`config.mk`:
```
export PLATFORM = sky130hd
export DESIGN_NAME = mem_port_arbiter_flat
export DESIGN_NICKNAME = d
export VERILOG_FILES = /design/src/rtl/mem_port_arbiter_if.sv /design/src/rtl/mem_port_arbiter.sv /design/src/flat_wrapper.sv
export SDC_FILE = /design/constraint.sdc
export NUM_CORES = 1
export LEC_CHECK = 0
export ABC_AREA = 1
export CORE_MARGIN = 2
export CORE_UTILIZATION = 28
export CTS_CLUSTER_SIZE = 24
export DETAILED_ROUTE_END_ITERATION = 10
export PLACE_DENSITY = 0.78
export SETUP_SLACK_MARGIN = 0.05
export SYNTH_ARGS = -nofsm -noshare
export SYNTH_HDL_FRONTEND = slang
export SYNTH_SLANG_ARGS = --single-unit
```
`constraint.sdc`:
```
create_clock -name clk -period 2.4 [get_ports clk]
set_input_delay 0.48 -clock clk [delete_from_list [all_inputs] [get_ports clk]]
set_output_delay 0.48 -clock clk [all_outputs]
set_load 0.005 [all_outputs]
```
`src/rtl/mem_port_arbiter_if.sv`:
```
// Pipeline-side and memory-side signals of the unified I/D memory arbiter.
// The master modport is the arbiter. The slave modport is the surrounding pipeline plus the memory.
interface mem_port_arbiter_if;
  logic [31:0] PCF;
  logic        FlushD;
  logic [31:0] InstrF;
  logic        StallFetchF;
  logic        MemReadM;
  logic        MemWriteM;
  logic [31:0] ALUResultM;
  logic [31:0] WriteDataM;
  logic [3:0]  ByteEnM;
  logic [31:0] ReadDataM;
  logic        StallMemM;
  logic        MemReq;
  logic        MemWe;
  logic [31:0] MemAddr;
  logic [31:0] MemWData;
  logic [3:0]  MemBe;
  logic [31:0] MemRData;

  modport master (
    input  PCF, FlushD, MemReadM, MemWriteM, ALUResultM, WriteDataM, ByteEnM, MemRData,
    output InstrF, StallFetchF, ReadDataM, StallMemM, MemReq, MemWe, MemAddr, MemWData, MemBe
  );

  modport slave (
    output PCF, FlushD, MemReadM, MemWriteM, ALUResultM, WriteDataM, ByteEnM, MemRData,
    input  InstrF, StallFetchF, ReadDataM, StallMemM, MemReq, MemWe, MemAddr, MemWData, MemBe
  );
endinterface

```
`src/rtl/mem_port_arbiter.sv`:
```
// Single-port unified I/D memory arbiter for the RV32I pipeline; hides a fixed LAT-cycle latency.
// Defining MEMARB_IBUF_EN adds a one-entry fetch buffer that avoids refetching a held PC.
module mem_port_arbiter #(
  parameter int unsigned LAT = 2
) (
  input logic                 clk,
  input logic                 reset,
  mem_port_arbiter_if.master  bus
);

  localparam int unsigned      CNT_W    = 3;
  localparam logic [31:0]      NOP      = 32'h0000_0013;
  localparam logic [CNT_W-1:0] CNT_LAST = CNT_W'(LAT - 1);
  localparam bit               SINGLE   = (LAT == 1);

  typedef enum logic [1:0] {
    IDLE   = 2'd0,
    BUSY_F = 2'd1,
    BUSY_D = 2'd2
  } state_t;

  state_t           r_state;
  logic [CNT_W-1:0] r_cnt;
  logic [31:0]      r_alat;

  state_t           w_state_nxt;
  logic [CNT_W-1:0] w_cnt_nxt;
  logic [31:0]      w_alat_nxt;

  logic        w_data_req;
  logic        w_last;
  logic        w_buf_hit;
  logic [31:0] w_buf_instr;
  logic        w_req;
  logic        w_we;
  logic [31:0] w_addr;
  logic [31:0] w_wdata;
  logic [3:0]  w_be;
  logic        w_issue;
  logic        w_issue_d;
  logic        w_fetch_done;
  logic        w_data_done;
  logic [31:0] w_fetch_addr;
  logic        w_fetch_ok;

  assign w_data_req = bus.MemReadM | bus.MemWriteM;
  assign w_last     = (r_cnt == CNT_LAST);
  // A completed fetch only counts if the PC did not move away while it was in flight.
  assign w_fetch_ok = w_fetch_done && (bus.PCF == w_fetch_addr);

`ifdef MEMARB_IBUF_EN
  logic        r_buf_vld;
  logic [31:0] r_buf_pc;
  logic [31:0] r_buf_instr;
  logic        w_buf_inval;

  assign w_buf_hit   = r_buf_vld && (bus.PCF == r_buf_pc);
  assign w_buf_instr = r_buf_instr;
  // A store into the buffered word makes the buffered copy stale.
  assign w_buf_inval = bus.FlushD ||
                       (w_issue_d && bus.MemWriteM && (bus.ALUResultM[31:2] == r_buf_pc[31:2]));

  always_ff @(posedge clk or posedge reset) begin
    if (reset) begin
      r_buf_vld   <= 1'b0;
      r_buf_pc    <= '0;
      r_buf_instr <= '0;
    end else if (w_buf_inval) begin
      r_buf_vld   <= 1'b0;
    end else if (w_fetch_ok) begin
      r_buf_vld   <= 1'b1;
      r_buf_pc    <= bus.PCF;
      r_buf_instr <= bus.MemRData;
    end
  end
`else
  logic w_unused_flush;

  assign w_unused_flush = bus.FlushD;
  assign w_buf_hit      = 1'b0;
  assign w_buf_instr    = NOP;
`endif

  // Issue and sequencing: data beats fetch in IDLE, and a busy access always runs to completion.
  always_comb begin
    w_req        = 1'b0;
    w_we         = 1'b0;
    w_addr       = r_alat;
    w_wdata      = '0;
    w_be         = 4'hF;
    w_issue      = 1'b0;
    w_issue_d    = 1'b0;
    w_fetch_done = 1'b0;
    w_data_done  = 1'b0;
    w_fetch_addr = r_alat;
    w_state_nxt  = r_state;
    w_cnt_nxt    = r_cnt;
    w_alat_nxt   = r_alat;

    case (r_state)
      IDLE: begin
        if (w_data_req) begin
          w_req       = 1'b1;
          w_addr      = bus.ALUResultM;
          w_we        = bus.MemWriteM;
          w_wdata     = bus.WriteDataM;
          w_be        = bus.MemWriteM ? bus.ByteEnM : 4'hF;
          w_issue     = 1'b1;
          w_issue_d   = 1'b1;
          w_data_done = SINGLE;
        end else if (!w_buf_hit) begin
          w_req        = 1'b1;
          w_addr       = bus.PCF;
          w_fetch_addr = bus.PCF;
          w_issue      = 1'b1;
          w_fetch_done = SINGLE;
        end
        if (w_issue) begin
          w_alat_nxt = w_addr;
          if (!SINGLE) begin
            w_state_nxt = w_issue_d ? BUSY_D : BUSY_F;
            w_cnt_nxt   = CNT_W'(1);
          end
        end
      end
      BUSY_F: begin
        w_req        = 1'b1;
        w_fetch_done = w_last;
        if (w_last) begin
          w_state_nxt = IDLE;
          w_cnt_nxt   = '0;
        end else begin
          w_cnt_nxt   = r_cnt + CNT_W'(1);
        end
      end
      BUSY_D: begin
        w_req       = 1'b1;
        w_we        = bus.MemWriteM;
        w_wdata     = bus.WriteDataM;
        w_be        = bus.MemWriteM ? bus.ByteEnM : 4'hF;
        w_data_done = w_last;
        if (w_last) begin
          w_state_nxt = IDLE;
          w_cnt_nxt   = '0;
        end else begin
          w_cnt_nxt   = r_cnt + CNT_W'(1);
        end
      end
      default: begin
        w_state_nxt = IDLE;
        w_cnt_nxt   = '0;
      end
    endcase
  end

  always_ff @(posedge clk or posedge reset) begin
    if (reset) begin
      r_state <= IDLE;
      r_cnt   <= '0;
      r_alat  <= '0;
    end else begin
      r_state <= w_state_nxt;
      r_cnt   <= w_cnt_nxt;
      r_alat  <= w_alat_nxt;
    end
  end

  // Outputs are combinational; reset forces the memory port quiet and the fetch side stalled.
  assign bus.MemReq      = w_req & ~reset;
  assign bus.MemWe       = w_we & ~reset;
  assign bus.MemAddr     = w_addr;
  assign bus.MemWData    = w_wdata;
  assign bus.MemBe       = w_be;
  assign bus.StallMemM   = w_data_req & ~w_data_done;
  assign bus.StallFetchF = reset | (~w_fetch_ok & ~w_buf_hit);
  assign bus.InstrF      = reset      ? NOP          :
                           w_fetch_ok ? bus.MemRData :
                           w_buf_hit  ? w_buf_instr  : NOP;
  assign bus.ReadDataM   = (!reset && w_data_done && bus.MemReadM) ? bus.MemRData : 32'h0;

endmodule

```
`src/flat_wrapper.sv`:
```
// flat-port wrapper written by rule: the top's interface ports become plain ports
module mem_port_arbiter_flat 
#(
  parameter int unsigned LAT = 2
)
  (clk, reset, bus_PCF, bus_FlushD, bus_MemReadM, bus_MemWriteM, bus_ALUResultM, bus_WriteDataM, bus_ByteEnM, bus_MemRData, bus_InstrF, bus_StallFetchF, bus_ReadDataM, bus_StallMemM, bus_MemReq, bus_MemWe, bus_MemAddr, bus_MemWData, bus_MemBe);
  mem_port_arbiter_if bus_i ();
  input logic clk;
  input logic reset;
  input wire logic [$bits(bus_i.PCF)-1:0] bus_PCF;
  input wire logic [$bits(bus_i.FlushD)-1:0] bus_FlushD;
  input wire logic [$bits(bus_i.MemReadM)-1:0] bus_MemReadM;
  input wire logic [$bits(bus_i.MemWriteM)-1:0] bus_MemWriteM;
  input wire logic [$bits(bus_i.ALUResultM)-1:0] bus_ALUResultM;
  input wire logic [$bits(bus_i.WriteDataM)-1:0] bus_WriteDataM;
  input wire logic [$bits(bus_i.ByteEnM)-1:0] bus_ByteEnM;
  input wire logic [$bits(bus_i.MemRData)-1:0] bus_MemRData;
  output wire logic [$bits(bus_i.InstrF)-1:0] bus_InstrF;
  output wire logic [$bits(bus_i.StallFetchF)-1:0] bus_StallFetchF;
  output wire logic [$bits(bus_i.ReadDataM)-1:0] bus_ReadDataM;
  output wire logic [$bits(bus_i.StallMemM)-1:0] bus_StallMemM;
  output wire logic [$bits(bus_i.MemReq)-1:0] bus_MemReq;
  output wire logic [$bits(bus_i.MemWe)-1:0] bus_MemWe;
  output wire logic [$bits(bus_i.MemAddr)-1:0] bus_MemAddr;
  output wire logic [$bits(bus_i.MemWData)-1:0] bus_MemWData;
  output wire logic [$bits(bus_i.MemBe)-1:0] bus_MemBe;
  assign bus_i.PCF = bus_PCF;
  assign bus_i.FlushD = bus_FlushD;
  assign bus_i.MemReadM = bus_MemReadM;
  assign bus_i.MemWriteM = bus_MemWriteM;
  assign bus_i.ALUResultM = bus_ALUResultM;
  assign bus_i.WriteDataM = bus_WriteDataM;
  assign bus_i.ByteEnM = bus_ByteEnM;
  assign bus_i.MemRData = bus_MemRData;
  assign bus_InstrF = bus_i.InstrF;
  assign bus_StallFetchF = bus_i.StallFetchF;
  assign bus_ReadDataM = bus_i.ReadDataM;
  assign bus_StallMemM = bus_i.StallMemM;
  assign bus_MemReq = bus_i.MemReq;
  assign bus_MemWe = bus_i.MemWe;
  assign bus_MemAddr = bus_i.MemAddr;
  assign bus_MemWData = bus_i.MemWData;
  assign bus_MemBe = bus_i.MemBe;
  mem_port_arbiter #(.LAT(LAT)) u_core (.clk(clk), .reset(reset), .bus(bus_i));
endmodule
```
==> run summary, run 1 <==
flow finished, numbers: remaining antenna violation count after routing=0, clock sink count=37, Clock Path Buffers=2, RD Place Congestion=0.912, Yosys Chip Area=2960 sq um, worst hold path class=in -> async, core footprint=10,300 sq um, Rel. slew slack=81.0%, Synth Area per Inst=6.24 sq um, Die ar.=11,400 sq um, via density per instance=4.59, Clock Tree Root=clkbuf_8, vias in the first global route=4,646, post-synthesis cell count=474, Synth-to-Final Area Change=139%, dpl ws=-0.741 ns, CP arrival=2.19 ns, RSZ-0062 raised after global routing=yes, Synthesized registers=37, clk_lat worst skew=0.29 ns, Reg2Reg Launch Point=u_core.r_state[0]$_DFFE_PP0P_, leakage power=4.02 nW, VDD IR max=0.781 mV, YS warnings=0, top area contributor share=31.3%, layout cells sized above 1=40.0%, failing checks=negative setup slack, yosys cell count=474, port buffer count=271, CP Class=in -> out, max-cap viol count=0, synthesized cell area=2960 sq um, status=finished, violations left, Top cell excl fill/tap=nand2_1, cell count after placement=907, CP Capture Point=bus_InstrF[26], R2R Setup Slk=0.07 ns, synth top area cells=dfrtp_1, nand2_1, inv_1, tool warnings=33, first-pass GRT wire length=24,000 um, final-report setup violation count=37, initial DRC count=279, Worst setup startpoint=bus_PCF[0], crit-path max FO=6, Yosys cell types=23, post-route setup slack=-0.268 ns, total congestion overflow=0, cell taking the most area after synthesis=dfrtp_1, crit-path cells=dlygate4sd2_1 -> xnor2_1 -> nand2_1 -> nor2_1 -> nand2_1 -> nor2_2 -> nand2_2 -> nand2_8 -> nand2_8 -> buf_8 -> buf_6 -> nor2_2 -> buf_2, Top Layout Cells=nand2_1, clkdlybuf4s50_1, inv_1, nor2_1, buf_4, Die Wd=107 um, Post-synth seq share=31.3%, Post-DP HPWL=10,800 um, DRC viols=0, Finished Layout Cells=990, DIE HEIGHT=107 um, Setup Total Neg Slack=-5.24 ns, delay of the slowest cell on the worst path=0.27 ns, min cycle time layout=2.67 ns, nature of the critical path endpoint=output pin, Reg clk slew, reported paths=0.08 ns, largest net degree at the start of global routing=26, Init Core Util=28.8%, Std-Cell Rows=37, worst-case reg-to-reg path depth=18, skew final=0.00870 ns, Worst-Margin Slew=0.285 ns, initial antenna violation count=1, CTS tree=built, drt pass-1 iters=4, achievable frequency=375 MHz, CP max stage cell=dlygate4sd2_1, Critical Path Source Type=input port, Required @ worst endpoint=1.92 ns, H-tree lvl count=2, hold-fix buffers at CTS=0, I/O pin total=273, Num CTS Buffers=5, Syn Nets=615, PD cells=908 nW/um^2, Final Hold Viols=0, fin crit share=111%, Max Slew Vio Count=0, Post-layout nets=993, FF-to-FF End=u_core.r_alat[9]$_DFFE_PP0N_
-- run 1: sequential cells by signal, indices dropped and copies added (netlist names) --
register,cells
u_core.r_cnt,3
u_core.r_state,2
u_core.r_alat,32
-- run 1: area by class of cell --
type                            count  area [sq um]
Fill cell                         818          3210
Tap cell                          136           170
Sequential cell                    37           926
Clock inverter                      3          65.1
Timing Repair Buffer              386          3440
Multi-Input combinational cell    325          2020
Clock buffer                        5          68.8
Antenna cell                        1          2.50
Inverter                           97           383
-- run 1: worst min-delay path by stage --
stage / startpoint / end / slack [ns] / cells past startpoint
3_3_place_gp: u_core.r_cnt[0]$_DFF_PP0_ / u_core.r_cnt[0]$_DFF_PP0_ / 0.50 / 1
5_1_grt: reset / u_core.r_alat[5]$_DFFE_PP0N_ / 0.34 / 3
2_1_floorplan: reset / u_core.r_alat[0]$_DFFE_PP0N_ / 0.45 / 1
3_5_place_dp: u_core.r_cnt[0]$_DFF_PP0_ / u_core.r_cnt[0]$_DFF_PP0_ / 0.53 / 1
6_report: reset / u_core.r_alat[5]$_DFFE_PP0N_ / 0.31 / 3
4_1_cts: u_core.r_cnt[0]$_DFF_PP0_ / u_core.r_cnt[0]$_DFF_PP0_ / 0.54 / 1
-- run 1: stage by stage --
step | util, % | hold slack (ns) | total power, mW | instance area, sq um
2_1_floorplan | - | 0.448 | 2.50 | 2960
3_3_place_gp | 59.3 | 0.499 | 4.51 | 6090
3_5_place_dp | 59.3 | 0.525 | 4.57 | 6090
4_1_cts | 66.7 | 0.539 | 5.81 | 6850
5_1_grt | 68.8 | 0.341 | 6.81 | 7070
6_report | 68.8 | 0.310 | 6.42 | 7070
-- run 1: per-layer routing --
metal / vias to the layer above / GRT usage, % / wire length [um]
met3: 47 / 5.41 / 1230
met1: 2107 / 27.5 / 5630
li1: 2148 / - / -
met4: 0 / 11.1 / 685
met2: 239 / 53.1 / 9030
met5: - / 0 / 0
-- run 1: timing repair --
item / CTS / global route
gates cloned: 7 / 2
buffers inserted: 47 / 21
pin swaps: 33 / 16
endpoints found under the setup margin: 134 / 117
resized: 436 / 171
-- run 1: power by group --
part	internal (mW)	switching, mW	total, mW	leakage (nW)
clock	0.413	0.243	0.656	0.0681
combinational	2.49	2.12	4.61	3.49
sequential	0.917	0.238	1.16	0.456
-- run 1: kinds of logic (layout without fill, tap and decap cells) --
family                     count (synthesis)  in the layout  share of synthesized area, %
adders and majority gates                  4              4                          1.69
AOI/OAI and AO/OA                         14             14                          3.56
and+or+nand+nor                          282            284                          40.8
buffers and inverters                    114            491                          15.9
other                                      0              1                             0
DFF                                       37             37                          31.3
xor gates and xnor gates                  23             23                          6.81
-- run 1: critical path, delay by kind of cell --
family	cells	cell delay (ns)
xor+xnor	1	0.23
buf+inv	4	0.67
simple gates	8	0.79
-- run 1: cells in the mapped netlist, drive strengths merged --
library cell,instances
o221ai,9
o21ai,2
dfrtp,37
nor2,113
inv,97
nand2,138
xnor2,23
nor3,3
o22ai,1
nand3,27
nand3b,1
buf,12
ha,4
clkbuf,5
a21oi,2
Run 1, metal layers overlaid:
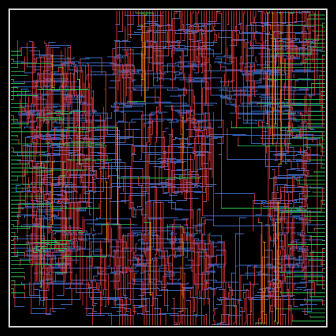
colour	layer	wire length
blue	M1	5,630 um
green	M3	1,230 um
orange	M4	685 um
red	M2	9,030 um
total wire length: 16,600 um
Via Count: 4,541
post-detailed-route wirelength per cell: 16.7 um

Run 1, track usage over the die:
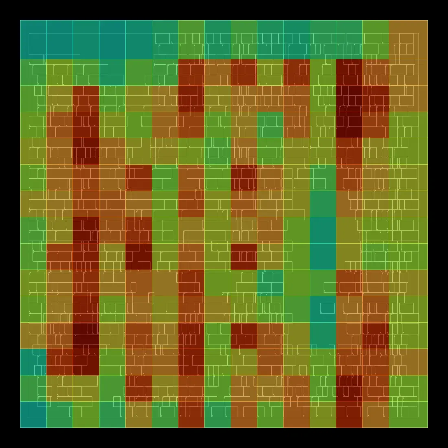
All-Layer GR Usage: 27.0%
post-layout util: 68.8%
grt met2 use: 53.1%

Run 1, M2 wires:
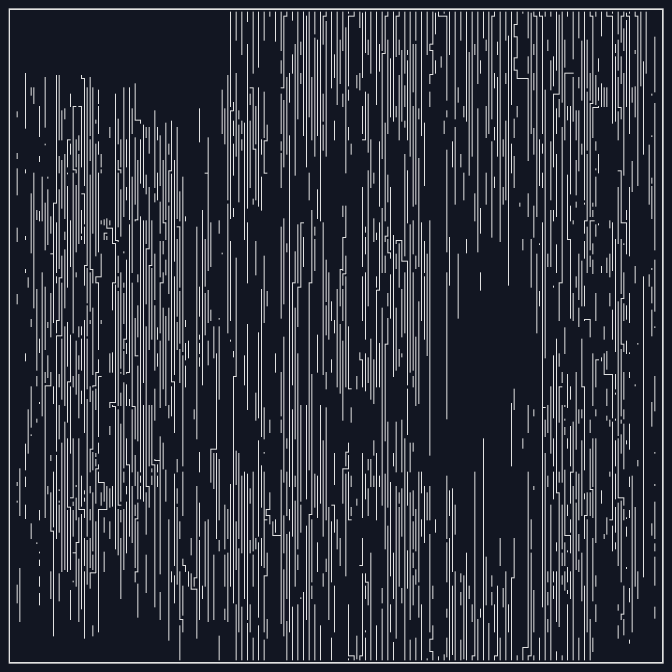
nets with wire on the layer	886
longest straight run	62.9 um
wire length on this layer	9,030 um
main direction	vertical

Run 1, logic cells by family:
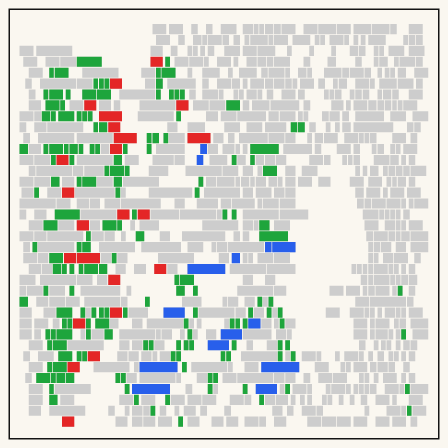

==> run 1 -> run 2 <==
Settings changed: ABC_CLOCK_PERIOD_IN_PS from default to 2400, MAX_ROUTING_LAYER from default to met4.
Run 2, logic cells by family:
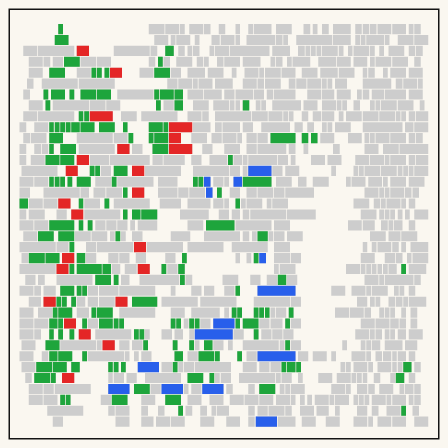
colour	family	cells
blue	aoi and oai cells	14
green	nand cells	166
red	xor and xnor cells	23
Top cell excl fill/tap: clkdlybuf4s50_1
Comb/total area: 30.2%
Finished Layout Cells: 1,003

Run 2, M2 wires:
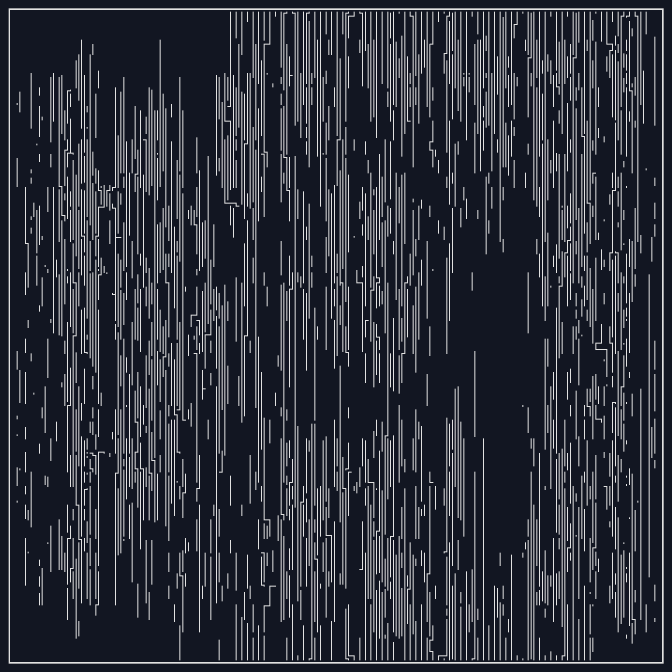
share of all routed wire	54%
longest straight run	57.5 um
grt met2 use: 49.9%
Via Count: 4,644
total wire length: 16,800 um

Run 2, track usage over the die:
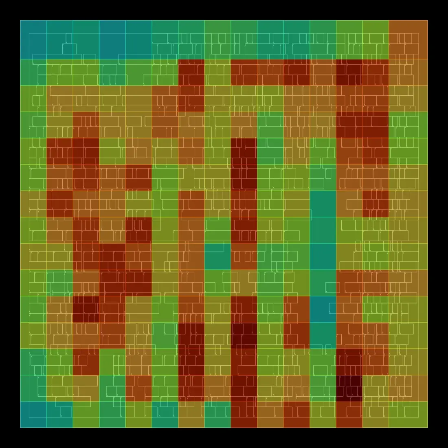
Top Usage Layer GRT: met2
GRT met1 Usage: 26.1%

==> run summary, run 2 <==
flow finished, numbers: status=finished, violations left, failing checks=negative setup slack, I/O pin total=273 (unchanged), remaining antenna violation count after routing=0 (unchanged), crit path buf inv count=4 (unchanged), top layer in use=met4, met2 routed WL=9020 um (about the same), top area contributor share=31.3% (unchanged), layout cells sized above 1=45.1% (+5.1 points), nature of the critical path endpoint=output pin, yosys cell count=474 (unchanged), clock sink count=37 (unchanged), initial antenna violation count=2 (+1), Std-Cell Rows=37 (unchanged), clock power share=6.8% (-3.4 points), Num CTS Buffers=5 (unchanged), worst-case reg-to-reg path depth=17 (-1), port buffer count=271 (unchanged), Synth Area per Inst=6.24 sq um (unchanged), Rel. slew slack=79.7% (-1.3 points), Worst-Margin Slew=0.304 ns (+0.0189 ns), min cycle time layout=2.66 ns (-0.0116 ns), Max Slew Vio Count=0 (unchanged), Syn Nets=615 (unchanged), Psw=2.80 mW (+7.6%), Synth Flop Type=dfrtp_1, Reg clk slew, reported paths=0.07 ns (about the same), post-layout util=73.0% (+4.3 points), Init Core Util=28.8% (unchanged), Yosys cell types=23 (unchanged), max reg flops=32 (unchanged), Worst Hold Slack=0.325 ns (+0.0149 ns), most common cell in the synthesized netlist=nand2_1, DIE HEIGHT=107 um (unchanged), Critical Path Source Type=input port, met1 WL=6030 um (+7.1%), Post-layout nets=1,006 (+1.3%), internal power=3.96 mW (+3.7%), All-Layer GR Usage=25.9% (-1.1 points), sw frac=41.4% (+0.90 points), core footprint=10,300 sq um (unchanged), Clock Tree Root=clkbuf_8, delay of the slowest cell on the worst path=0.29 ns (+0.02 ns), Post-DP HPWL=10,800 um (+0.33%), tool warnings=32 (-3.0%), Setup Total Neg Slack=-7.51 ns (-2.27 ns), drt pass-1 iters=5 (+1), final-report setup violation count=63 (+70%), largest reg by FF count=u_core.r_alat, CTS tree=built, Top Layout Cells=clkdlybuf4s50_1, nand2_1, buf_4, inv_1, nor2_1, cell count after placement=908 (+0.11%), part of the power in registers=17.1% (-0.9 points), combinational power share=76.1% (+4.3 points), Synthesized registers=37 (unchanged), cell taking the most area after synthesis=dfrtp_1, Die ar.=11,400 sq um (unchanged), Commonest cells post-synth=nand2_1, inv_1, nor2_1, DP Area=6100 sq um (+0.12%), dpl ws=-0.751 ns (-0.0107 ns), met3 WL=1120 um (-9.6%), RSZ-0062 raised after global routing=yes, total congestion overflow=0 (unchanged), worst hold path class=in -> async, number of enable flip-flop cells=0 (unchanged), Final Hold Viols=0 (unchanged), leakage power=4.26 nW (+6.0%), hold-fix buffers at CTS=0 (unchanged), crit-path cells=dlygate4sd2_1 -> xnor2_1 -> nand2_1 -> nor2_1 -> nand2_1 -> nor2_1 -> nand2_2 -> nand2_8 -> nand2_8 -> buf_16 -> buf_8 -> nor2_2 -> buf_2, clk_lat worst skew=0.29 ns (about the same), R2R Setup Slk=-0.02 ns (-0.09 ns), post-synthesis cell count=474 (unchanged), Required @ worst endpoint=1.92 ns (about the same), largest net degree at the start of global routing=26 (unchanged), post-route setup slack=-0.256 ns (+0.0116 ns), Clock Path Buffers=2 (unchanged), YS warnings=0 (unchanged), Combinational Area=2270 sq um (+12%), Yosys Chip Area=2960 sq um (unchanged), CP max stage cell=dlygate4sd2_1, achievable frequency=377 MHz (+0.44%), Synth-to-Final Area Change=154%, initial DRC count=261 (-6.5%), skew final=0.00690 ns (-0.00181 ns), crit-path max FO=5 (-1), max-cap viol count=0 (unchanged), CP arrival=2.18 ns (about the same), via density per instance=4.63 (+0.94%), Largest regs=u_core.r_alat (32), u_core.r_cnt (3), u_core.r_state (2), first-pass GRT wire length=22,500 um (-6.2%), critical path depth=13 (unchanged), PD cells=900 nW/um^2 (-0.90%), DRC viols=0 (unchanged), cell class contributing the biggest share of worst-path delay=simple AND/OR/NAND/NOR gates, RD Place Congestion=0.926 (+1.6%), Async SR Flop Fraction=100% (unchanged), synthesized cell area=2960 sq um (unchanged), design area=7510 sq um (+6.2%), Post-synth seq share=31.3% (unchanged), fin crit share=111% (-0.48 points), Tot Pwr=6.75 mW (+5.3%), synth top area cells=dfrtp_1, nand2_1, inv_1, vias in the first global route=4,533 (-2.4%), Flop area=926 sq um (unchanged), FILL cells=766 (-6.4%), VDD IR max=0.745 mV (-4.6%), H-tree lvl count=2 (unchanged), CP Class=in -> out, post-detailed-route wirelength per cell=16.8 um (+0.27%), Die Wd=107 um (unchanged)
-- run 2: cell types whose count changed in the layout (fill, tap and decap cells not counted), moves of 5 or more --
cell             before  now
nand2_1             116   97
nor2_1               76   65
buf_2                54   59
buf_4                72   87
inv_1                91   79
nor2_4               13   30
inv_2                 3   15
dlygate4sd2_1        34   19
clkbuf_2             49   32
nor2_2               26   19
clkdlybuf4s15_1       6   20
nand2_4               3   22
-- run 2: worst reg2reg max path: cells and delay by family, from the launching register on --
kind,cells,cell delay [ns]
simple gates,2,0.16
buf+inv,14,1.61
fa+ha+maj,1,0.16
flops,1,0.40
-- run 2: kinds of logic (layout without fill, tap and decap cells) --
kind of cell	Yosys count	count (layout)	synth area share, %
AND/OR/NAND/NOR	282	283	40.8
buffers and inverters	114	504	15.9
flip-flops	37	37	31.3
XOR/XNOR	23	23	6.81
AND-OR/OR-AND	14	14	3.56
adder cells (fa/ha/maj)	4	4	1.69
other	0	2	0
-- run 2: power by group through the flow --
stage / clock, mW / combinational, mW / sequential [mW]
after detailed placement: 0 / 3.46 / 1.12
after floorplan: 0 / 1.42 / 1.08
final: 0.459 / 5.14 / 1.15
after global routing: 0.496 / 5.49 / 1.18
after CTS: 0.464 / 3.98 / 1.11
after global placement: 0 / 3.41 / 1.10
-- run 2: per-layer routing --
| layer | GRT usage, % | up-vias |
|---|---|---|
| li1 | - | 2178 |
| met1 | 26.1 | 2194 |
| met2 | 49.9 | 221 |
| met3 | 4.80 | 51 |
| met4 | 8.53 | 0 |
| met5 | - | - |
-- run 2: final timing paths --
| kind | start | to |
|---|---|---|
| setup / recovery | bus_PCF[5] | bus_InstrF[13] |
| hold / removal | reset | u_core.r_alat[30]$_DFFE_PP0N_ |
| setup reg to reg | u_core.r_state[0]$_DFFE_PP0P_ | u_core.r_alat[5]$_DFFE_PP0N_ |
| hold reg to reg | u_core.r_alat[12]$_DFFE_PP0N_ | u_core.r_alat[12]$_DFFE_PP0N_ |
| max in group asynchronous | reset | u_core.r_alat[3]$_DFFE_PP0N_ |
| min in group clk | bus_PCF[12] | u_core.r_alat[12]$_DFFE_PP0N_ |
-- run 2: area by class of cell --
class                   instances  area share, %
repair buffers                400           48.9
multi-input cells             324           30.2
flip-flops and latches         37           12.3
inverters                      97           5.10
well taps                     136           2.27
clock buffers                   7           1.15
diodes                          2         0.0667
-- run 2: timing repair --
action	in CTS	in global routing
setup endpoints to repair	133	126
cloned	7	4
resized	434	263
setup buffers	43	41
pin swaps	41	49
Power is estimated from default activity; no workload was simulated.
